==> config.mk <==
export PLATFORM = sky130hd
export DESIGN_NAME = ret_stack
export DESIGN_NICKNAME = d
export VERILOG_FILES = /design/src/rtl/cpu_pkg.sv /design/src/rtl/rstack_mem.sv /design/src/rtl/ret_stack.sv
export SDC_FILE = /design/constraint.sdc
export NUM_CORES = 1
export LEC_CHECK = 0
export CAP_MARGIN = 0
export CELL_PAD_IN_SITES_DETAIL_PLACEMENT = 0
export CELL_PAD_IN_SITES_GLOBAL_PLACEMENT = 2
export CORE_MARGIN = 2
export CORE_UTILIZATION = 41
export CTS_CLUSTER_DIAMETER = 150
export CTS_CLUSTER_SIZE = 28
export DETAILED_ROUTE_END_ITERATION = 12
export PLACE_DENSITY = 0.78
export SETUP_SLACK_MARGIN = 0.02
export SYNTH_ARGS = -nofsm -noshare
export SYNTH_HDL_FRONTEND = slang
export SYNTH_SLANG_ARGS = --single-unit
==> constraint.sdc <==
create_clock -name clk -period 3.55 [get_ports clk]
set_input_delay 0.71 -clock clk [delete_from_list [all_inputs] [get_ports clk]]
set_output_delay 0.71 -clock clk [all_outputs]
set_load 0.01 [all_outputs]
==> src/rtl/cpu_pkg.sv <==
// cpu_pkg: shared widths, the PC increment constant and return-stack op encoding
package cpu_pkg;
  localparam int ADDR_W = 8;
  localparam int RSTACK_DEPTH = 8;
  localparam int RSTACK_PTR_W = $clog2(RSTACK_DEPTH);
  localparam logic [ADDR_W-1:0] PC_INC = 8'b00000001;
  typedef enum logic [1:0] {OP_NONE = 2'b00, OP_POP = 2'b01, OP_PUSH = 2'b10, OP_SWAP = 2'b11} rs_op_e;
endpackage

==> src/rtl/rstack_mem.sv <==
// rstack_mem: DEPTH x WIDTH register file, synchronous write, combinational read
module rstack_mem
  import cpu_pkg::*;
#(
  parameter int WIDTH = ADDR_W,
  parameter int DEPTH = RSTACK_DEPTH,
  parameter int PTR_W = $clog2(DEPTH)
) (
  input  logic             clk,
  input  logic             we,
  input  logic [PTR_W-1:0] waddr,
  input  logic [WIDTH-1:0] wdata,
  input  logic [PTR_W-1:0] raddr,
  output logic [WIDTH-1:0] rdata
);
  logic [WIDTH-1:0] mem [DEPTH];
  always_ff @(posedge clk)
    if (we) mem[waddr] <= wdata;
  assign rdata = mem[raddr];
endmodule

==> src/rtl/ret_stack.sv <==
// ret_stack: return-address stack; push stores pc_in+1, pop returns the top to the PC load path
module ret_stack
  import cpu_pkg::*;
#(
  parameter int WIDTH = ADDR_W,
  parameter int DEPTH = RSTACK_DEPTH,
  parameter int PTR_W = $clog2(DEPTH)
) (
  input  logic             clk,
  input  logic             rst,
  input  logic             push,
  input  logic             pop,
  input  logic [WIDTH-1:0] pc_in,
  input  logic             err_clr,
  output logic [WIDTH-1:0] ret_addr,
  output logic             ret_valid,
  output logic [PTR_W:0]   count,
  output logic             full,
  output logic             empty,
  output logic             overflow,
  output logic             underflow
);
  localparam logic [PTR_W:0] ONE = (PTR_W+1)'(1);
  rs_op_e           op;
  logic             do_push, do_pop, ovf_set, unf_set;
  logic [PTR_W-1:0] waddr, raddr;
  logic [WIDTH-1:0] rdata;
  logic [PTR_W:0]   count_nxt;
  assign full  = count == (PTR_W+1)'(DEPTH);
  assign empty = count == '0;
  assign raddr = count[PTR_W-1:0] - PTR_W'(1);
  always_comb begin
    op        = rs_op_e'({push, pop});
    do_pop    = pop && !empty;
    // a swap never grows the stack, so it is allowed even when full
    do_push   = push && (pop || !full);
    waddr     = (op == OP_SWAP && !empty) ? raddr : count[PTR_W-1:0];
    count_nxt = (do_push && !do_pop) ? count + ONE : (do_pop && !do_push) ? count - ONE : count;
    ovf_set   = op == OP_PUSH && full;
    unf_set   = pop && empty;
  end
  rstack_mem #(.WIDTH(WIDTH), .DEPTH(DEPTH), .PTR_W(PTR_W)) u_mem (
    .clk   (clk),
    .we    (do_push),
    .waddr (waddr),
    .wdata (pc_in + WIDTH'(PC_INC)),
    .raddr (raddr),
    .rdata (rdata)
  );
  always_ff @(posedge clk or posedge rst)
    if (rst) begin
      count     <= '0;
      ret_addr  <= '0;
      ret_valid <= 1'b0;
      overflow  <= 1'b0;
      underflow <= 1'b0;
    end else begin
      count     <= count_nxt;
      ret_addr  <= do_pop ? rdata : ret_addr;
      ret_valid <= do_pop;
      overflow  <= ovf_set | (overflow & ~err_clr);
      underflow <= unf_set | (underflow & ~err_clr);
    end
endmodule
==> run_1/gate_families.png <==
Scale: 4 px per µm.
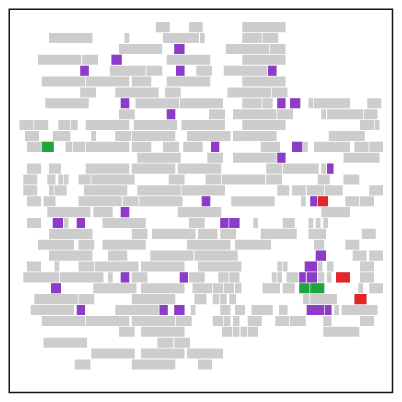
[red] AND-OR and OR-AND gates | cells: 3
[purple] inverting AOI/OAI gates | cells: 32 | most used: o22ai_1 | where: spread over the die
[green] AND and OR gates | cells: 3

==> run_1/drive_strength.png <==
Scale: 4 px per µm.
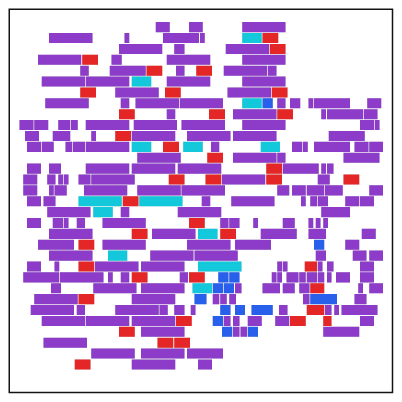
[purple] drive 1 or less | cells: 206 | share: 76% | most used: edfxtp_1
[blue] drive 3 to 4 | cells: 14 | share: 5.2% | most used: buf_4
[cyan] drive 6 and up | cells: 13 | share: 4.8% | most used: clkbuf_8
[red] drive 2 | cells: 38 | share: 14% | most used: mux2_2

==> flow_metrics.env, run 1 <==
# implementation run metrics
export IMPL_synth_edff_count=64
export IMPL_top_area_cell="edfxtp_1"
export IMPL_first_global_vias=2001
export IMPL_dp_hpwl_um=4490
export IMPL_grt_overflow_total=0
export IMPL_clockNetworkAreaShare=0.0601
export IMPL_powerDensity_nw_per_um2=897
export IMPL_worst_setup_path_type="reg2out"
export IMPL_layout_drive_gt1_share=0.240
export IMPL_tap_cells=105
export IMPL_instances_no_fill=376
export IMPL_tns_ns=0
export IMPL_reg2reg_depth=11
export IMPL_num_rows=33
export IMPL_top_cell="edfxtp_1"
export IMPL_syn_cell_area_um2=3430
export IMPL_clock_path_buffers=2
export IMPL_top_regs="u_mem.mem (64), ret_addr (8), count (4)"
export IMPL_powerSeq_mw=1.32
export IMPL_common_cells="edfxtp_1 (64), mux2_2 (34), nand2_1 (16), o22ai_1 (16), dfrtp_1 (15)"
export IMPL_warnings=26
export IMPL_synth_cell_types=36
export IMPL_power_share_switching=0.336
export IMPL_synth_seq_share=0.671
export IMPL_grtUsageMet3=0.0308
export IMPL_dp_slack_ns=0.527
export IMPL_crit_end="empty"
export IMPL_coreArea_um2=8180
export IMPL_slew_headroom=0.505
export IMPL_status="completed"
export IMPL_port_buffers=29
export IMPL_holdPathStages=2
export IMPL_ff_type="edfxtp_1"
export IMPL_r2r_setup_slack_ns=0.74
export IMPL_cts_sinks=79
export IMPL_slowest_delay_ns=0.59
export IMPL_regMostFlops="u_mem.mem"
export IMPL_worst_r2r_endpoint="count[3]"
export IMPL_fillCellCount=711
export IMPL_layout_setup_ws_ns=0.579
export IMPL_wl_met1_um=3480
export IMPL_synthArstFlopShare=0.190
export IMPL_met2_length_um=3360
export IMPL_worstHoldStart="ret_addr[0]"
export IMPL_fp_dieH_um=95.4
export IMPL_crit_fanout=9
export IMPL_power_top_group="combinational logic"
export IMPL_chip_area_um2=9100
export IMPL_ir_drop_uv=376
export IMPL_synth_avg_cell_area_um2=15.2
export IMPL_timing_rr_start="count[0]"
export IMPL_place_gp_congestion=0.712
export IMPL_vias=2014
export IMPL_yosysCellCount=225
export IMPL_holdWs_ns=0.485
export IMPL_drv_slew=0
export IMPL_synthAoiAreaFrac=0.0709
==> run_1/final_congestion.png <==
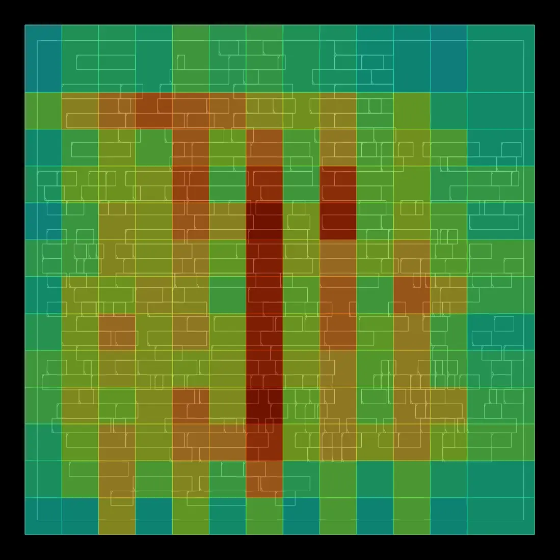
drt wl/cell: 19.1 µm
Final Core Density: 0.504

==> run_1/cell_classes.png <==
Scale: 4 px per µm. Fill, decap, tap and diode cells in gray.
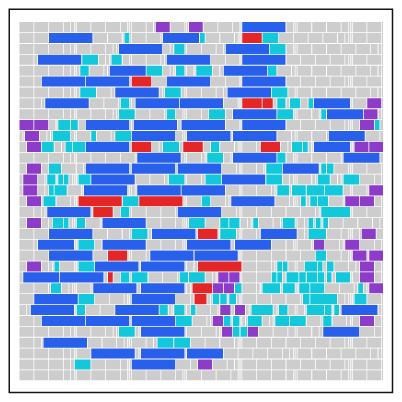

==> run 1 -> run 2 <==
==> constraint.sdc (replaced) <==
create_clock -name clk -period 3 [get_ports clk]
set_input_delay 0.6 -clock clk [delete_from_list [all_inputs] [get_ports clk]]
set_output_delay 0.6 -clock clk [all_outputs]
set_load 0.01 [all_outputs]
==> run_2/cell_classes.png <==
Scale: 4 px per µm. Fill, decap, tap and diode cells in gray.
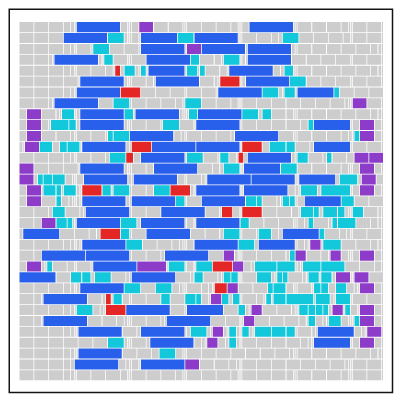
[blue] flip-flops | cells: 79 | share of their area: 58%
[purple] other buffers and delay cells | cells: 42 | share of their area: 10%
[red] clock drivers and dummy loads | cells: 16 | share of their area: 4.3%
[cyan] all other logic | cells: 137 | share of their area: 27%

==> run 2 against run 1 <==
Against the previous run:
- clock power shrank 15%
- via count shrank 1.2%
- wire length shrank 1.1%
- critical endpoint unchanged
- highest routed layer unchanged
==> flow_metrics.env, run 2 <==
# implementation run metrics
export IMPL_cts_sinks=79
export IMPL_drt_initial_drc_count=115
export IMPL_hold_end="ret_addr[3]"
export IMPL_regMostFlops="u_mem.mem"
export IMPL_powerDensity_nw_per_um2=1020
export IMPL_top_area_cell="edfxtp_1"
export IMPL_grt_overflow_total=0
export IMPL_synthArstFlopShare=0.190
export IMPL_yosysCellCount=225
export IMPL_crit_fanout=6
export IMPL_syn_nets=244
export IMPL_vias=1990
export IMPL_logic_gates=129
export IMPL_synthAoiAreaFrac=0.0709
export IMPL_ff_type="edfxtp_1"
export IMPL_slew_headroom=0.513
export IMPL_top_cell="edfxtp_1"
export IMPL_postCtsSetupBuffers=0
export IMPL_fp_dieH_um=95.4
export IMPL_worstHoldStart="ret_addr[3]"
export IMPL_total_power_mw=4.18
export IMPL_num_rows=33
export IMPL_combPwrFrac=0.467
export IMPL_holdWs_ns=0.486
export IMPL_layout_drive_gt1_share=0.241
export IMPL_power_top_group="combinational logic"
export IMPL_grtUsageMet3=0.0324
export IMPL_timing_rr_start="count[1]"
export IMPL_wl_per_cell_um=18.7
export IMPL_dp_slack_ns=0.232
export IMPL_n_antenna_cell=0
export IMPL_tap_cells=105
export IMPL_rsz0062_at_grt="false"
export IMPL_r2r_setup_slack_ns=0.31
export IMPL_worst_r2r_endpoint="count[3]"
export IMPL_final_util=0.500
export IMPL_netlist_area_leader_share=0.561
export IMPL_chip_area_um2=9100
export IMPL_reg2reg_depth=11
export IMPL_worst_path_stages=4
export IMPL_clock_path_buffers=2
export IMPL_syn_cell_area_um2=3430
export IMPL_via_per_inst=5.25
export IMPL_status="completed"
export IMPL_instances_no_fill=379
export IMPL_synth_edff_count=64
export IMPL_cp_arrival_ns=2.13
export IMPL_synthXorXnorAreaFrac=0.0281
export IMPL_place_gp_congestion=0.708
export IMPL_crit_end="empty"
export IMPL_synth_seq_share=0.671
export IMPL_wl_met1_um=3530
export IMPL_met2_length_um=3210
export IMPL_ir_drop_uv=432
export IMPL_dp_hpwl_um=4430
export IMPL_coreArea_um2=8180
export IMPL_regArea_um2=2300
export IMPL_port_buffers=29
export IMPL_yosys_register_bits=79
export IMPL_top_regs="u_mem.mem (64), ret_addr (8), count (4)"
export IMPL_warnings=26
export IMPL_power_share_switching=0.353
export IMPL_holdPathStages=2
export IMPL_synth_adder_area_share=0.0241
export IMPL_p_sw_mw=1.48
export IMPL_synth_avg_cell_area_um2=15.2
export IMPL_slowest_delay_ns=0.59
export IMPL_tns_ns=0
export IMPL_powerSeq_mw=1.54
export IMPL_clockNetworkAreaShare=0.0416
export IMPL_synth_cell_types=36
export IMPL_common_cells="edfxtp_1 (64), mux2_2 (34), nand2_1 (16), o22ai_1 (16), dfrtp_1 (15)"
export IMPL_drv_slew=0
==> run 2 -> run 3 <==
--- a/config.mk
+++ b/config.mk
@@ -5,7 +5,7 @@
 export SDC_FILE = /design/constraint.sdc
 export NUM_CORES = 1
 export LEC_CHECK = 0
-export CAP_MARGIN = 0
+export CAP_MARGIN = 20
 export CELL_PAD_IN_SITES_DETAIL_PLACEMENT = 0
 export CELL_PAD_IN_SITES_GLOBAL_PLACEMENT = 2
 export CORE_MARGIN = 2
==> run_3/gate_families.png <==
Scale: 4 px per µm.
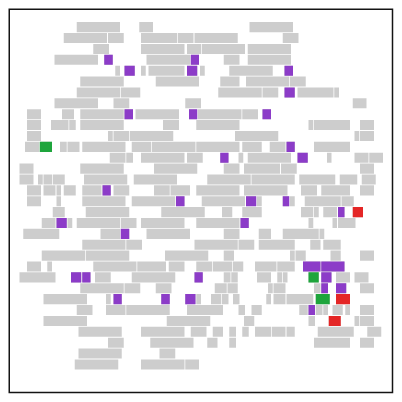
combinational share of cell area: 0.259
Non-Filler Instances: 379
most frequent logic cell in the layout: edfxtp_1

==> run 3 against run 2 <==
Against the previous run:
- die area did not move
- largest power group unchanged
- cell count did not move
- largest cell class unchanged
- final area stayed put
- critical path type unchanged
==> flow_metrics.env, run 3 <==
# implementation run metrics
export IMPL_synthXorXnorAreaFrac=0.0281
export IMPL_synth_adder_area_share=0.0241
export IMPL_drv_slew=0
export IMPL_r2r_setup_slack_ns=0.31
export IMPL_synth_edff_count=64
export IMPL_regArea_um2=2300
export IMPL_dp_slack_ns=0.232
export IMPL_syn_nets=244
export IMPL_worstHoldStart="ret_addr[3]"
export IMPL_vias=1990
export IMPL_power_share_switching=0.353
export IMPL_top_cell="edfxtp_1"
export IMPL_worst_setup_path_type="reg2out"
export IMPL_postCtsSetupBuffers=0
export IMPL_regMostFlops="u_mem.mem"
export IMPL_grt_overflow_total=0
export IMPL_n_antenna_cell=0
export IMPL_top_area_cell="edfxtp_1"
export IMPL_holdPathStages=2
export IMPL_logic_gates=129
export IMPL_timing_rr_start="count[1]"
export IMPL_via_per_inst=5.25
export IMPL_crit_end="empty"
export IMPL_total_power_mw=4.18
export IMPL_ff_type="edfxtp_1"
export IMPL_slowest_delay_ns=0.59
export IMPL_cp_arrival_ns=2.13
export IMPL_tap_cells=105
export IMPL_reg2reg_depth=11
export IMPL_synth_seq_share=0.671
export IMPL_drt_initial_drc_count=115
export IMPL_wl_met1_um=3530
export IMPL_common_cells="edfxtp_1 (64), mux2_2 (34), nand2_1 (16), o22ai_1 (16), dfrtp_1 (15)"
export IMPL_slew_headroom=0.513
export IMPL_top_regs="u_mem.mem (64), ret_addr (8), count (4)"
export IMPL_synth_avg_cell_area_um2=15.2
export IMPL_final_util=0.500
export IMPL_cts_sinks=79
export IMPL_synth_cell_types=36
export IMPL_dp_hpwl_um=4430
export IMPL_crit_fanout=6
export IMPL_place_gp_congestion=0.708
export IMPL_met2_length_um=3210
export IMPL_yosys_register_bits=79
export IMPL_combPwrFrac=0.467
export IMPL_status="completed"
export IMPL_num_rows=33
export IMPL_powerDensity_nw_per_um2=1020
export IMPL_syn_cell_area_um2=3430
export IMPL_worst_r2r_endpoint="count[3]"
export IMPL_fillCellCount=710
export IMPL_synthAoiAreaFrac=0.0709
export IMPL_wl_per_cell_um=18.7
export IMPL_chip_area_um2=9100
export IMPL_powerSeq_mw=1.54
export IMPL_rsz0062_at_grt="false"
export IMPL_holdWs_ns=0.486
export IMPL_power_top_group="combinational logic"
export IMPL_layout_drive_gt1_share=0.241
export IMPL_worst_path_stages=4
export IMPL_fp_dieH_um=95.4
export IMPL_coreArea_um2=8180
export IMPL_hold_end="ret_addr[3]"
Power and IR drop assume default switching activity.
